==> src/rtl/div32_seq.sv <==
`default_nettype none
// ============================================================================
//  Module   : div32_seq (with div32_cla_adder)
//  Brief    : Sequential 32-bit unsigned restoring divider, one quotient bit
//             per clock, trial subtraction through a 32-bit CLA adder.
//  Revision : 1.0 - initial release
// ============================================================================

module div32_cla_adder (
    input  logic [31:0] i_a,
    input  logic [31:0] i_b,
    input  logic        i_ci,
    output logic [31:0] o_sum,
    output logic        o_co
);
    logic [31:0] w_g;
    logic [31:0] w_p;
    logic [31:0] w_c;
    logic [8:0]  w_gc;

    assign w_g     = i_a & i_b;
    assign w_p     = i_a ^ i_b;
    assign w_gc[0] = i_ci;

    // 4-bit lookahead groups; group generate/propagate chain the groups.
    for (genvar k = 0; k < 8; k++) begin : g_group
        logic [3:0] w_gl;
        logic [3:0] w_pl;
        logic       w_cin;

        assign w_gl  = w_g[4*k +: 4];
        assign w_pl  = w_p[4*k +: 4];
        assign w_cin = w_gc[k];

        assign w_c[4*k]   = w_cin;
        assign w_c[4*k+1] = w_gl[0] | (w_pl[0] & w_cin);
        assign w_c[4*k+2] = w_gl[1] | (w_pl[1] & w_gl[0]) | (w_pl[1] & w_pl[0] & w_cin);
        assign w_c[4*k+3] = w_gl[2] | (w_pl[2] & w_gl[1]) | (w_pl[2] & w_pl[1] & w_gl[0])
                          | (w_pl[2] & w_pl[1] & w_pl[0] & w_cin);
        assign w_gc[k+1]  = w_gl[3] | (w_pl[3] & w_gl[2]) | (w_pl[3] & w_pl[2] & w_gl[1])
                          | (w_pl[3] & w_pl[2] & w_pl[1] & w_gl[0])
                          | ((&w_pl) & w_cin);
    end

    assign o_sum = w_p ^ w_c;
    assign o_co  = w_gc[8];
endmodule

module div32_seq #(
    parameter int WIDTH = 32
) (
    input  logic             clk,
    input  logic             reset,
    input  logic             op_start,
    input  logic             op_clear,
    input  logic [WIDTH-1:0] dividend,
    input  logic [WIDTH-1:0] divisor,
    output logic [WIDTH-1:0] quotient,
    output logic [WIDTH-1:0] remainder,
    output logic             op_done,
    output logic             busy,
    output logic             div_by_zero
);
    localparam int                 c_CNT_W     = $clog2(WIDTH);
    localparam logic [c_CNT_W-1:0] c_LAST_STEP = c_CNT_W'(WIDTH - 1);

    typedef enum logic [1:0] {
        c_IDLE = 2'd0,
        c_EXEC = 2'd1,
        c_DONE = 2'd2
    } state_t;

    state_t             r_state;
    logic [WIDTH-1:0]   r_q;
    logic [WIDTH-1:0]   r_r;
    logic [WIDTH-1:0]   r_d;
    logic [c_CNT_W-1:0] r_count;
    logic [WIDTH-1:0]   r_quotient;
    logic [WIDTH-1:0]   r_remainder;
    logic               r_div_by_zero;

    logic               w_msb_out;
    logic [WIDTH-1:0]   w_rs;
    logic [WIDTH-1:0]   w_trial;
    logic               w_co;
    logic               w_take;
    logic [WIDTH-1:0]   w_r_next;
    logic [WIDTH-1:0]   w_q_next;

    assign w_msb_out = r_r[WIDTH-1];
    assign w_rs      = {r_r[WIDTH-2:0], r_q[WIDTH-1]};

    div32_cla_adder u_sub (
        .i_a   (w_rs),
        .i_b   (~r_d),
        .i_ci  (1'b1),
        .o_sum (w_trial),
        .o_co  (w_co)
    );

    // A bit shifted out of R means the true partial remainder exceeds 2^32 > D,
    // so the subtraction must be taken even without a carry out.
    assign w_take   = w_msb_out | w_co;
    assign w_r_next = w_take ? w_trial : w_rs;
    assign w_q_next = {r_q[WIDTH-2:0], w_take};

    always_ff @(posedge clk or posedge reset) begin
        if (reset) begin
            r_state       <= c_IDLE;
            r_q           <= '0;
            r_r           <= '0;
            r_d           <= '0;
            r_count       <= '0;
            r_quotient    <= '0;
            r_remainder   <= '0;
            r_div_by_zero <= 1'b0;
        end else if (op_clear) begin
            r_state       <= c_IDLE;
            r_q           <= '0;
            r_r           <= '0;
            r_count       <= '0;
            r_quotient    <= '0;
            r_remainder   <= '0;
            r_div_by_zero <= 1'b0;
        end else begin
            case (r_state)
                c_IDLE, c_DONE: begin
                    if (op_start) begin
                        if (divisor == '0) begin
                            r_quotient    <= '1;
                            r_remainder   <= dividend;
                            r_div_by_zero <= 1'b1;
                            r_state       <= c_DONE;
                        end else begin
                            r_q           <= dividend;
                            r_r           <= '0;
                            r_d           <= divisor;
                            r_count       <= '0;
                            r_div_by_zero <= 1'b0;
                            r_state       <= c_EXEC;
                        end
                    end
                end
                c_EXEC: begin
                    r_q     <= w_q_next;
                    r_r     <= w_r_next;
                    r_count <= r_count + 1'b1;
                    if (r_count == c_LAST_STEP) begin
                        r_quotient  <= w_q_next;
                        r_remainder <= w_r_next;
                        r_state     <= c_DONE;
                    end
                end
                default: r_state <= c_IDLE;
            endcase
        end
    end

    assign quotient    = r_quotient;
    assign remainder   = r_remainder;
    assign div_by_zero = r_div_by_zero;
    assign op_done     = (r_state == c_DONE);
    assign busy        = (r_state == c_EXEC);
endmodule

`default_nettype wire

==> config.mk <==
export PLATFORM = sky130hd
export DESIGN_NAME = div32_seq
export DESIGN_NICKNAME = d
export VERILOG_FILES = /design/src/rtl/div32_seq.sv
export SDC_FILE = /design/constraint.sdc
export NUM_CORES = 1
export LEC_CHECK = 0
export CAP_MARGIN = 20
export CORE_MARGIN = 1.5
export CORE_UTILIZATION = 50
export DETAILED_ROUTE_END_ITERATION = 7
export PLACE_DENSITY_LB_ADDON = 0.1
export SYNTH_ARGS = -nofsm -noshare
export SYNTH_HDL_FRONTEND = slang
export SYNTH_HIERARCHICAL = 1
export SYNTH_SLANG_ARGS = --single-unit
==> constraint.sdc <==
create_clock -name clk -period 5.25 [get_ports clk]
set_input_delay 0.7875 -clock clk [delete_from_list [all_inputs] [get_ports clk]]
set_output_delay 0.7875 -clock clk [all_outputs]
set_load 0.01 [all_outputs]
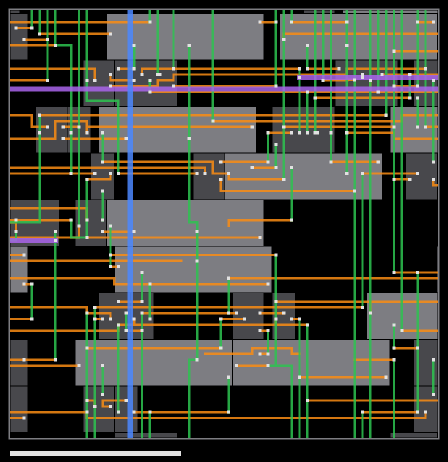
**Above:** run 1 (a small window of the routed layout).
Bar = 10 um. Window x 56 to 81, y 84 to 109 um. Cells in grey, sequential cells in the stronger grey; small squares are vias.
legend:
  orange:
    layer: met1
  purple:
    layer: met3
  green:
    layer: met2
  blue:
    layer: met4
most frequent: o21ai_0 (9), dfrtp_1 (8), nand2_1 (6)
cells with their middle in the window: 27
sequential cells in the window: 8
netlist names of flops here include: r_r (5), remainder (3)

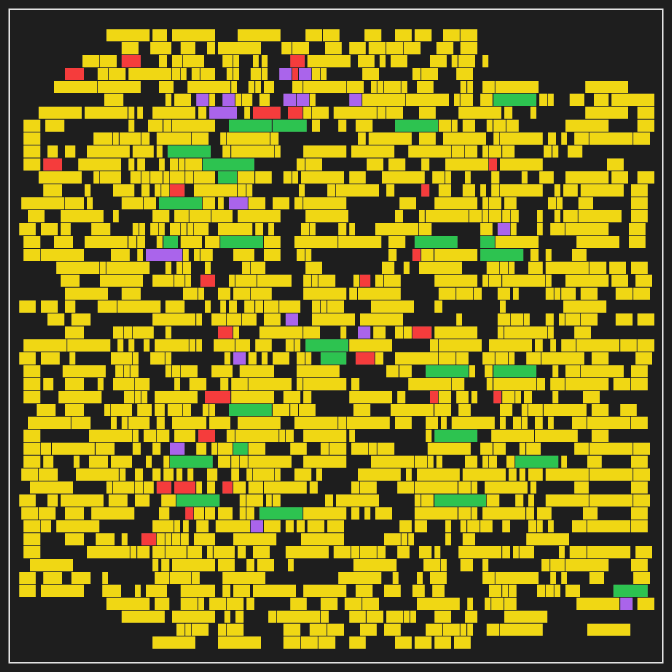
**Above:** run 1 (cells by drive strength).
legend:
  yellow:
    size: drive 1 or less
    cells: 953
    most_used: dfrtp_1
  purple:
    size: drive 3 to 4
    cells: 17
    most_used: buf_4
  red:
    size: drive 2
    cells: 25
    most_used: clkinv_2
  green:
    size: drive 6 and up
    cells: 26
    most_used: clkbuf_16

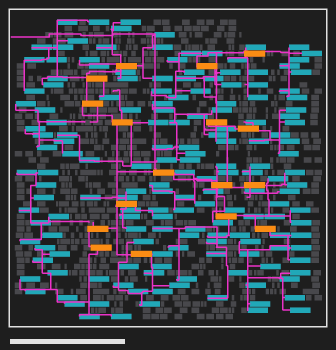
**Above:** run 1 (clock distribution).
Bar = 50 um.
legend:
  magenta:
    item: clock wires
    length: 2060 um
  orange:
    item: cells driving clock nets
    count: 17
  cyan:
    item: flip-flops
    count: 168
routed clock nets: 18

==> notes.md, run 1 <==
yosys + openroad results -> status complete, no violations, Die ar. 18800 sq um, crit path launch type register, post-synthesis compound-gate area fraction 21.7%, crit path capture type register, Crit path required time 5.57 ns, Max-area cell share 46.7%, Log Warnings 30, Final period util 73.4%, drt wl/cell 17.6 um, clk_lat worst skew 0.43 ns, CTS tree yes, DR iter-0 viols 597, die y size 137 um, flip-flops with a built-in enable 0, max_cap viols 0, CTS Hold Bufs 0, Hold Fails Final Rpt 0, xor/xnor share 2.33%, Clock transition at path regs 0.07 ns, Bufs on Longest Clock Path 2, most common cell in the netlist dfrtp_1, IR drop worst, VDD 0.248 mV, largest cells by area after synthesis dfrtp_1 (47%), o21ai_0 (5.8%), nand2_1 (5.0%), ha_1 (4.7%), mux2_1 (3.6%), GRT overflow 0, yosys simple share 9.94%, Netlist cell types 50, DR DRC count 0, DP Worst Slack 1.45 ns, vias in the first global route 6578, Synth Area per Inst 9.98 sq um, Resized cells post-CTS 0, Root Buffer clkbuf_16, Init Core Util 51.6%, largest net degree at the start of global routing 169, Core Region 17500 sq um, overall power 3670 uW, placed cell count 1213, Post-Syn Area 9010 sq um, slowest cell delay on critical path 0.43 ns, Hold Worst Slack 0.490 ns, f_max 260 MHz, Top non-seq family AND-OR/OR-AND gates, CTS Sinks 168, setup violators final 0, RSZ-0062 raised after global routing no, final wirelength 21.9 mm, HP Class reg -> reg, setup ws final 1.40 ns, WL met2 9.56 mm, Tmin final 3.85 ns, Slew @ Worst Pin 0.922 ns, Crit Path Class reg -> reg, Die Width 137 um, top cells by count, synth dfrtp_1 (168), nand2_1 (121), o21ai_0 (104), Ys Warns 6, RD Place Congestion 0.862, ys flop type dfrtp_1, final cell count without fillers 1246, layout net count 1118, cell count in the Yosys report 903, IO buf count 134, P_leak 0.00539 uW, total power density per cell area 330 nW/um^2, cell chain of the critical path ha_1 -> a21oi_2 -> o21ai_1 -> nor4b_2 -> nand3_2 -> a31oi_4 -> o21a_2 -> o21bai_1 -> nor2_4 -> buf_4 -> mux2i_1 -> o21ai_0 -> a32o_1, Area growth, synth to finish 23.2%, crit path DAT 4.18 ns, register area share after synthesis 46.7%, drt first pass iters 5, Fin Clk Skew 0.0112 ns, n_diodes 0, synthesized instance count 903, met3 wire len 949 um, via total after detailed routing 7086, H-tree level count 4, global-route wire length before repair 35.7 mm, Detail Route Antenna Nets 0, CTS Buf Count 17, Metal-1 WL 11.2 mm, ys flops 168, post-CTS setup buffers 0, YS chip area 9010 sq um
## run 1: worst paths after layout
path                            slack (ns)  startpoint  depth (start not counted)           end
worst max-delay path                  1.40     r_r[16]                         13  remainder[5]
worst min-delay path                  0.49      r_d[6]                          1        r_d[6]
worst max register to register        1.40     r_r[16]                         13  remainder[5]
worst min register to register        0.49      r_d[6]                          1        r_d[6]
max in group asynchronous             3.59       reset                          3        r_r[1]
min in group asynchronous             0.95       reset                          3   quotient[9]
## run 1: sequential cells by signal, summed over array words and instances (netlist names)
name         flops
quotient        32
r_d             32
r_q             32
r_count          5
r_state          2
div_by_zero      1
remainder       32
r_r             32
## run 1: metal layers
| layer | up-vias | global-route usage, % |
|---|---|---|
| met1 | 3428 | 38.6 |
| met3 | 17 | 4.12 |
| met4 | 0 | 6.32 |
| met5 | - | 0 |
| li1 | 3446 | - |
| met2 | 195 | 34.5 |
## run 1: layout by cell type (no fill, tap or decap), drive strengths merged, types with 13 or more instances in the layout
master / n
o21ai: 108
a21oi: 23
xor2: 14
mux2: 34
nand2: 121
a22o: 33
ha: 34
dfrtp: 168
a211oi: 33
a32o: 31
inv: 49
mux2i: 32
clkdlybuf4s50: 134
clkbuf: 17
buf: 13
a21o: 37
nor2: 49
## run 1: power by group
group          total [uW]  switching, uW  internal [uW]
clock network        1240            541            703
registers            1560            104           1460
logic                 861            445            416
## run 1: layout make-up
| type | count | area [sq um] |
|---|---|---|
| clock inverters | 15 | 151 |
| flip-flops and latches | 168 | 4200 |
| multi-input cells | 628 | 4390 |
| well taps | 225 | 282 |
| repair buffers | 147 | 1470 |
| fillers | 1443 | 6380 |
| inverters | 46 | 176 |
| clock buffers | 17 | 425 |
## run 1: through the flow
step                      area [sq um]  util [%]
after floorplan                   9020         -
after detailed placement         10500      60.1
after global placement           10500      60.1
final                            11100      63.5
after CTS                        11100      63.4
after global routing             11100      63.5
## run 1: critical path, delay by kind of cell, from the launching register on
kind	cells	cell delay, ns
adder cells (fa/ha/maj)	1	0.38
AND/OR/NAND/NOR	3	0.89
AND-OR/OR-AND	7	1.34
multiplexers	1	0.36
flip-flops	1	0.40
buffers and inverters	1	0.37
## run 1: cell families after synthesis
family / after synthesis
mux: 66
compound gates: 284
xor+xnor: 24
simple gates: 210
fa+ha+maj: 42
other cells: 1
flops: 168
buf+inv: 108
**Run 1: placement view**

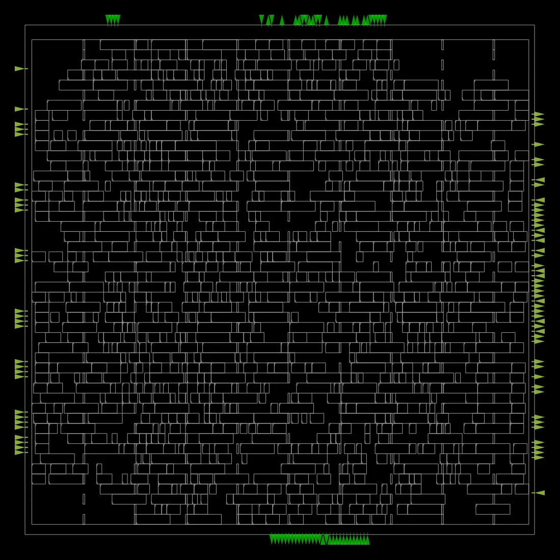

==> run 2, diff against run 1 <==
CORE_UTILIZATION = 55   (was 50)
clock period = 3.8 ns   (was 5.25 ns; I/O delays follow)
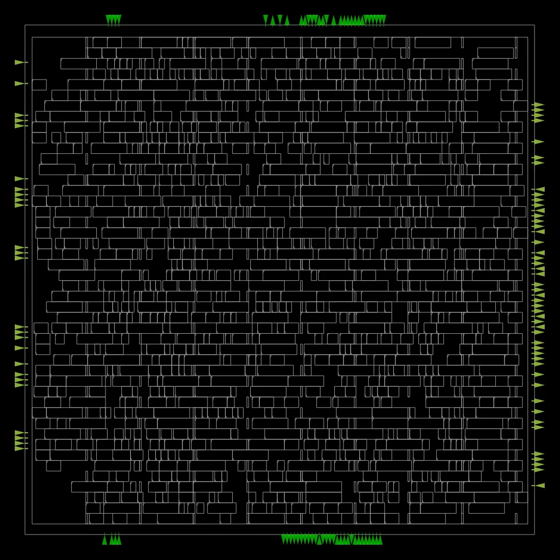
**Above:** run 2 (placement view).
Fill cells: 1277
Core Region: 15900 sq um

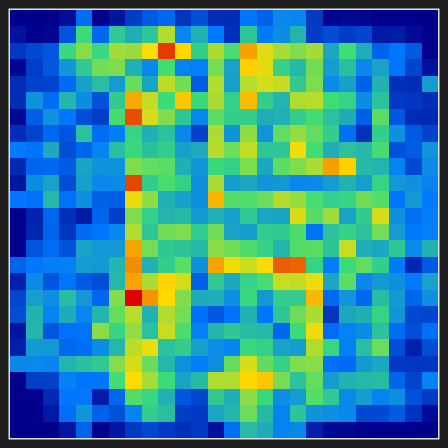
**Above:** run 2 (signal metal coverage by tile).
The die is cut into 26 by 26 equal tiles; dark blue is low, red is high, scaled to the fullest tile. Values are wire area over tile area, all layers added.
mean over tiles: 0.21
nearly empty tiles: 5.5%
tiles over half the peak: 23%
fullest tile: 0.57

==> notes.md, run 2 <==
yosys + openroad results -> register area share after synthesis 46.7%, crit path launch type register, antenna violations before repair 0, Root Buffer clkbuf_16, Final Max Slew Viols 0, most common cell in the netlist dfrtp_1, ratio of cells with drive above 1 in the final layout 7.20%, IO Count 135, H-tree level count 4, Area growth, synth to finish 24.2%, Init Core Util 56.5%, fin util 70.2%, asr flop ratio synth 100%, Bufs on Longest Clock Path 2, n_diodes 0, Die ar. 17200 sq um, drt first pass iters 5, slowest cell delay on critical path 0.41 ns, global-route wire length before repair 36.0 mm, HP Class in -> async, CTS Buf Count 17, crit path capture type register, Max-area cell share 46.7%, synthesized instance count 903, R2R Setup Slk 0.19 ns, Clock transition at path regs 0.07 ns, DR iter-0 viols 762, cell chain of the critical path ha_1 -> a211oi_1 -> nor2_1 -> nor4b_2 -> nand3_2 -> a31oi_4 -> o21a_2 -> o21bai_1 -> nor2_4 -> buf_12 -> mux2i_1 -> o21ai_0 -> a32o_1, setup violators final 0, largest net degree at the start of global routing 96, ys flop type dfrtp_1, Total GRT Usage 27.1%, ys flops 168, max_cap viols 0, RD Place Congestion 0.872, Netlist cell types 50, clk_lat worst skew 0.43 ns, Ys Warns 6, via total after detailed routing 7291, total negative slack 0 ns, cell count in the Yosys report 903, Die Width 131 um, Crit path required time 4.12 ns, RSZ-0062 raised after global routing no, drt wl/cell 17.9 um, top cells by count, synth dfrtp_1 (168), nand2_1 (121), o21ai_0 (104), Tmin final 3.61 ns, status complete, no violations, Resized cells post-CTS 0, Final period util 95.0%, P_leak 0.00543 uW, Top cells excl fill/tap dfrtp_1 (168), clkdlybuf4s50_1 (134), nand2_1 (121), sequential cell area 4200 sq um, CTS Hold Bufs 0, DR DRC count 0, Gate Area 4390 sq um, slowest CP cell dfrtp_1, Detail Route Antenna Nets 0, largest cells by area after synthesis dfrtp_1 (47%), o21ai_0 (5.8%), nand2_1 (5.0%), ha_1 (4.7%), mux2_1 (3.6%), die y size 131 um, crit path DAT 3.93 ns, Post-DP HPWL 15.8 mm, largest area contributor in the netlist dfrtp_1, IR drop worst, VDD 0.343 mV, CTS tree yes, layout net count 1125, normalized max-slew margin 42.2%, final wirelength 22.2 mm, IO buf count 134, f_max 277 MHz, Slew @ Worst Pin 0.867 ns, YS chip area 9010 sq um, CTS Sinks 168, Fin Clk Skew 0.0117 ns, GRT overflow 0, Hold Fails Final Rpt 0, Commonest Layout Cell dfrtp_1, CP Max Fanout 34, Crit Path Class reg -> reg, Synth Area per Inst 9.98 sq um, post-CTS setup buffers 0, row count 46, vias in the first global route 6827, flip-flops with a built-in enable 0, Post-Syn Area 9010 sq um, DR vias/cell 5.86, total power density per cell area 453 nW/um^2, Log Warnings 26
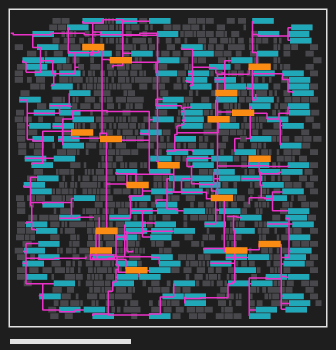
**Above:** run 2 (clock distribution).
Bar = 50 um.
legend:
  magenta:
    item: clock wires
    length: 2050 um
  cyan:
    item: flip-flops
    count: 168
  orange:
    item: cells driving clock nets
    count: 17
routed clock nets: 18
flops lie: spread over the die

==> run 2: metal layers <==
layer | up-vias | wire length [um] | part of all wire [%] | track usage [%]
li1 | 3457 | - | - | -
met1 | 3555 | 10800 | 49 | 41.4
met2 | 256 | 9850 | 44 | 40.4
met3 | 23 | 1230 | 5.5 | 4.07
met4 | 0 | 301 | 1.4 | 7.37
met5 | - | 0 | 0 | 0
==> run 2: final cells by class <==
type | instances | area share [%]
clock buffers | 20 | 4.08
clock inverters | 12 | 1.06
inverters | 46 | 1.58
multi-input cells | 628 | 39.2
flip-flops and latches | 168 | 37.6
well taps | 216 | 2.41
repair buffers | 154 | 14.1
==> run 2: worst max-delay path: cells and delay by family, from the launching register on <==
kind            cells  cell delay, ns
compound gates      6            1.29
simple gates        4            0.77
flops               1            0.41
fa+ha+maj           1            0.38
mux                 1            0.37
buf+inv             1            0.25
==> run 2: cell families after synthesis <==
logic type / Yosys count / synth area share [%]
AND-OR/OR-AND: 284 / 21.7
XOR/XNOR: 24 / 2.33
adder cells (fa/ha/maj): 42 / 6.50
buffers and inverters: 108 / 5.03
flip-flops: 168 / 46.7
multiplexers: 66 / 7.80
other: 1 / 0.0416
AND/OR/NAND/NOR: 210 / 9.94
==> run 2: power by group <==
part | internal (uW) | switching [uW]
Combinational | 587 | 624
Clock | 946 | 752
Sequential | 2010 | 145
Total | 3540 | 1520
==> run 2: stage by stage <==
stage / cell area [sq um] / hold WS (ns) / instances / power [uW] / setup slack, ns
after floorplan: 9020 / 0.451 / 904 / 2880 / 0.560
after global placement: 10600 / 0.473 / 1211 / 3370 / 0.475
after detailed placement: 10600 / 0.480 / 1211 / 3390 / 0.355
after CTS: 11200 / 0.494 / 1243 / 5080 / 0.283
after global routing: 11200 / 0.392 / 1244 / 5300 / 0.0618
final: 11200 / 0.379 / 1244 / 5070 / 0.192
==> run 2: path summary, 6_finish.rpt <==
kind,from,endpoint,cells past startpoint
worst min-delay path,reset,r_q[9],2
max in group asynchronous,reset,r_count[4],4
worst max register to register,r_r[12],remainder[16],13
worst min register to register,r_d[9],r_d[9],1
min in group clk,r_d[9],r_d[9],1
worst max-delay path,r_r[12],remainder[16],13
**Run 2: a small window of the routed layout**

Bar = 10 um. Window x 53 to 78, y 79 to 104 um. Cells in grey, sequential cells in the stronger grey; small squares are vias.
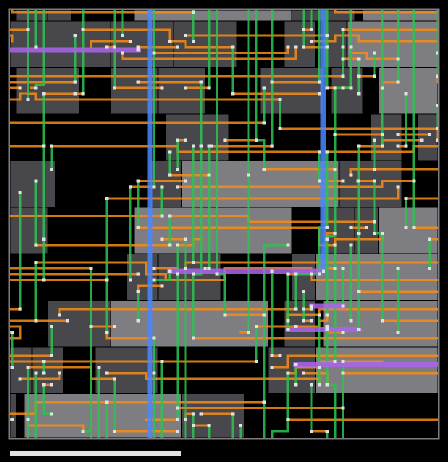

==> run 3, diff against run 2 <==
SLEW_MARGIN = 25   (was not set)
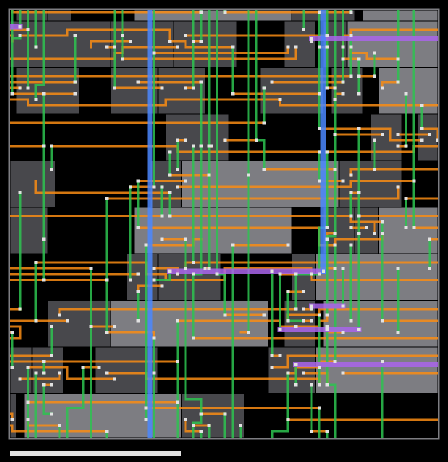
**Above:** run 3 (a small window of the routed layout).
Bar = 10 um. Window x 53 to 78, y 79 to 104 um. Cells in grey, sequential cells in the stronger grey; small squares are vias.
legend:
  blue:
    layer: met4
  purple:
    layer: met3
  orange:
    layer: met1
  green:
    layer: met2
most frequent: mux2i_1 (9), o21ai_0 (8), dfrtp_1 (8)
cells with their middle in the window: 36
sequential cells in the window: 8
netlist names of flops here include: r_r (5), remainder (3)

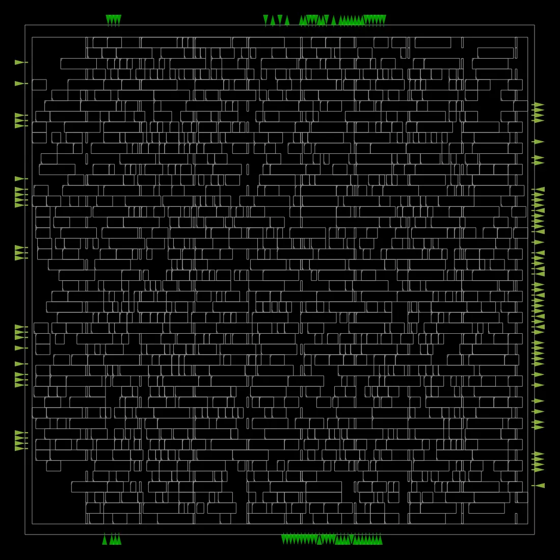
**Above:** run 3 (placement view).
FF+latch count: 168
flop share of the area: 37.6%

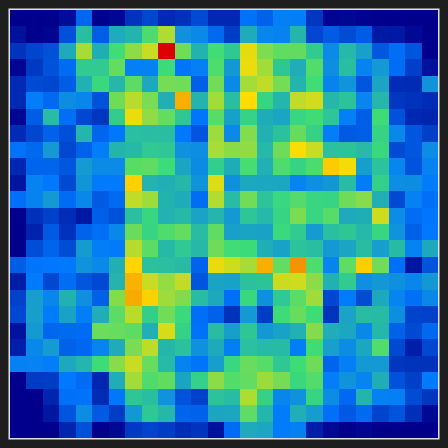
**Above:** run 3 (signal metal coverage by tile).
The die is cut into 26 by 26 equal tiles; dark blue is low, red is high, scaled to the fullest tile. Values are wire area over tile area, all layers added.
fullest tile: 0.61
mean over tiles: 0.20
tiles over half the peak: 20%

==> notes.md, run 3 <==
yosys + openroad results -> DR iter-0 viols 674, RSZ-0062 raised after global routing no, clock share of power 33.5%, GRT overflow 0, YS chip area 9010 sq um, Comb power frac 23.9%, largest net degree at the start of global routing 96, Fill cells 1280, Ys Warns 6, IO buf count 134, Die ar. 17200 sq um, CP Max Fanout 34, Top cells excl fill/tap dfrtp_1 (168), clkdlybuf4s50_1 (134), nand2_1 (121), Die Width 131 um, Net Sw Frac 30.1%, Bufs on Longest Clock Path 2, Total GRT Usage 27.1%, status complete, no violations, normalized max-slew margin 42.2%, R2R Setup Slk 0.21 ns, Gate Area 4390 sq um, placed cell count 1211, Most Crowded Layer GR met1, Post-DP HPWL 15.8 mm, antenna violations before repair 0, register area share after synthesis 46.7%, setup violators final 0, Resized cells post-CTS 0, post-CTS setup buffers 0, synthesized instance count 903, Crit Path Class reg -> reg, Crit path required time 4.12 ns, Clock transition at path regs 0.07 ns, Hold Fails Final Rpt 0, n_diodes 0, H-tree level count 4, CTS Sinks 168, Init Core Util 56.5%, crit path DAT 3.91 ns, reg2reg start r_r[12], flip-flops with a built-in enable 0, Final period util 94.5%, max_cap viols 0, ys flops 168, Core Region 15900 sq um, die y size 131 um, Seq pwr share 42.6%, clk_lat worst skew 0.44 ns, Log Warnings 26, total negative slack 0 ns, total power density per cell area 453 nW/um^2, drt wl/cell 17.8 um, top cells by count, synth dfrtp_1 (168), nand2_1 (121), o21ai_0 (104), met2 GRT Util 40.4%, IO Count 135, asr flop ratio synth 100%
-- run 3: cell families (layout without fill, tap and decap cells) --
group / Yosys count / in the layout / synth area share, %
muxes: 66 / 66 / 7.80
AOI/OAI and AO/OA: 284 / 284 / 21.7
buffers and inverters: 108 / 232 / 5.03
DFF: 168 / 168 / 46.7
adders and majority gates: 42 / 42 / 6.50
xor gates and xnor gates: 24 / 24 / 2.33
and+or+nand+nor: 210 / 210 / 9.94
other: 1 / 2 / 0.0416
-- run 3: final cells by class --
cell class,count,share of cell area (%)
well taps,216,2.41
repair buffers,154,14.1
inverters,46,1.58
clock inverters,12,1.06
flip-flops and latches,168,37.6
clock buffers,20,4.08
multi-input cells,628,39.2
-- run 3: worst max-delay path: stages (launching register included) --
cell and delay, ns:
dfrtp_1 0.41, ha_1 0.37, a211oi_1 0.31, nor2_1 0.13, nor4b_2 0.32, nand3_2 0.17, a31oi_4 0.25, o21a_2 0.20
o21bai_1 0.10, nor2_4 0.15, buf_12 0.25, mux2i_1 0.37, o21ai_0 0.13, a32o_1 0.30
-- run 3: metal layers --
layer | share of wire, % | up-vias
met1 | 49 | 3554
met5 | 0 | -
met3 | 5.0 | 23
met2 | 44 | 243
li1 | - | 3452
met4 | 1.3 | 0
-- run 3: how the worst max path moves through the flow --
stage	start	end	slack, ns	cells after the start
floorplan	r_r[16]	remainder[15]	0.56	13
global placement	r_r[8]	remainder[11]	0.47	13
detailed placement	r_r[12]	remainder[11]	0.35	13
CTS	r_r[12]	remainder[11]	0.28	13
global route	r_r[8]	remainder[10]	0.06	13
finish	r_r[12]	remainder[16]	0.21	13
-- run 3: power by group through the flow --
stage                     logic (uW)  clock network, uW  registers [uW]
final                           1210               1700            2160
after global routing            1330               1780            2190
after CTS                       1210               1710            2160
after detailed placement        1200                  0            2190
after global placement          1190                  0            2180
after floorplan                  685                  0            2200
-- run 3: per-stage QoR --
stage	utilization [%]	cell area (sq um)	hold WS [ns]	setup WS [ns]	total power (uW)
2_1_floorplan	-	9020	0.451	0.560	2880
3_3_place_gp	66.5	10600	0.473	0.475	3370
3_5_place_dp	66.5	10600	0.480	0.355	3390
4_1_cts	70.1	11200	0.494	0.283	5080
5_1_grt	70.2	11200	0.492	0.0615	5300
6_report	70.2	11200	0.464	0.210	5070
Power figures rest on the tool's default switching activity, not on a simulated workload.
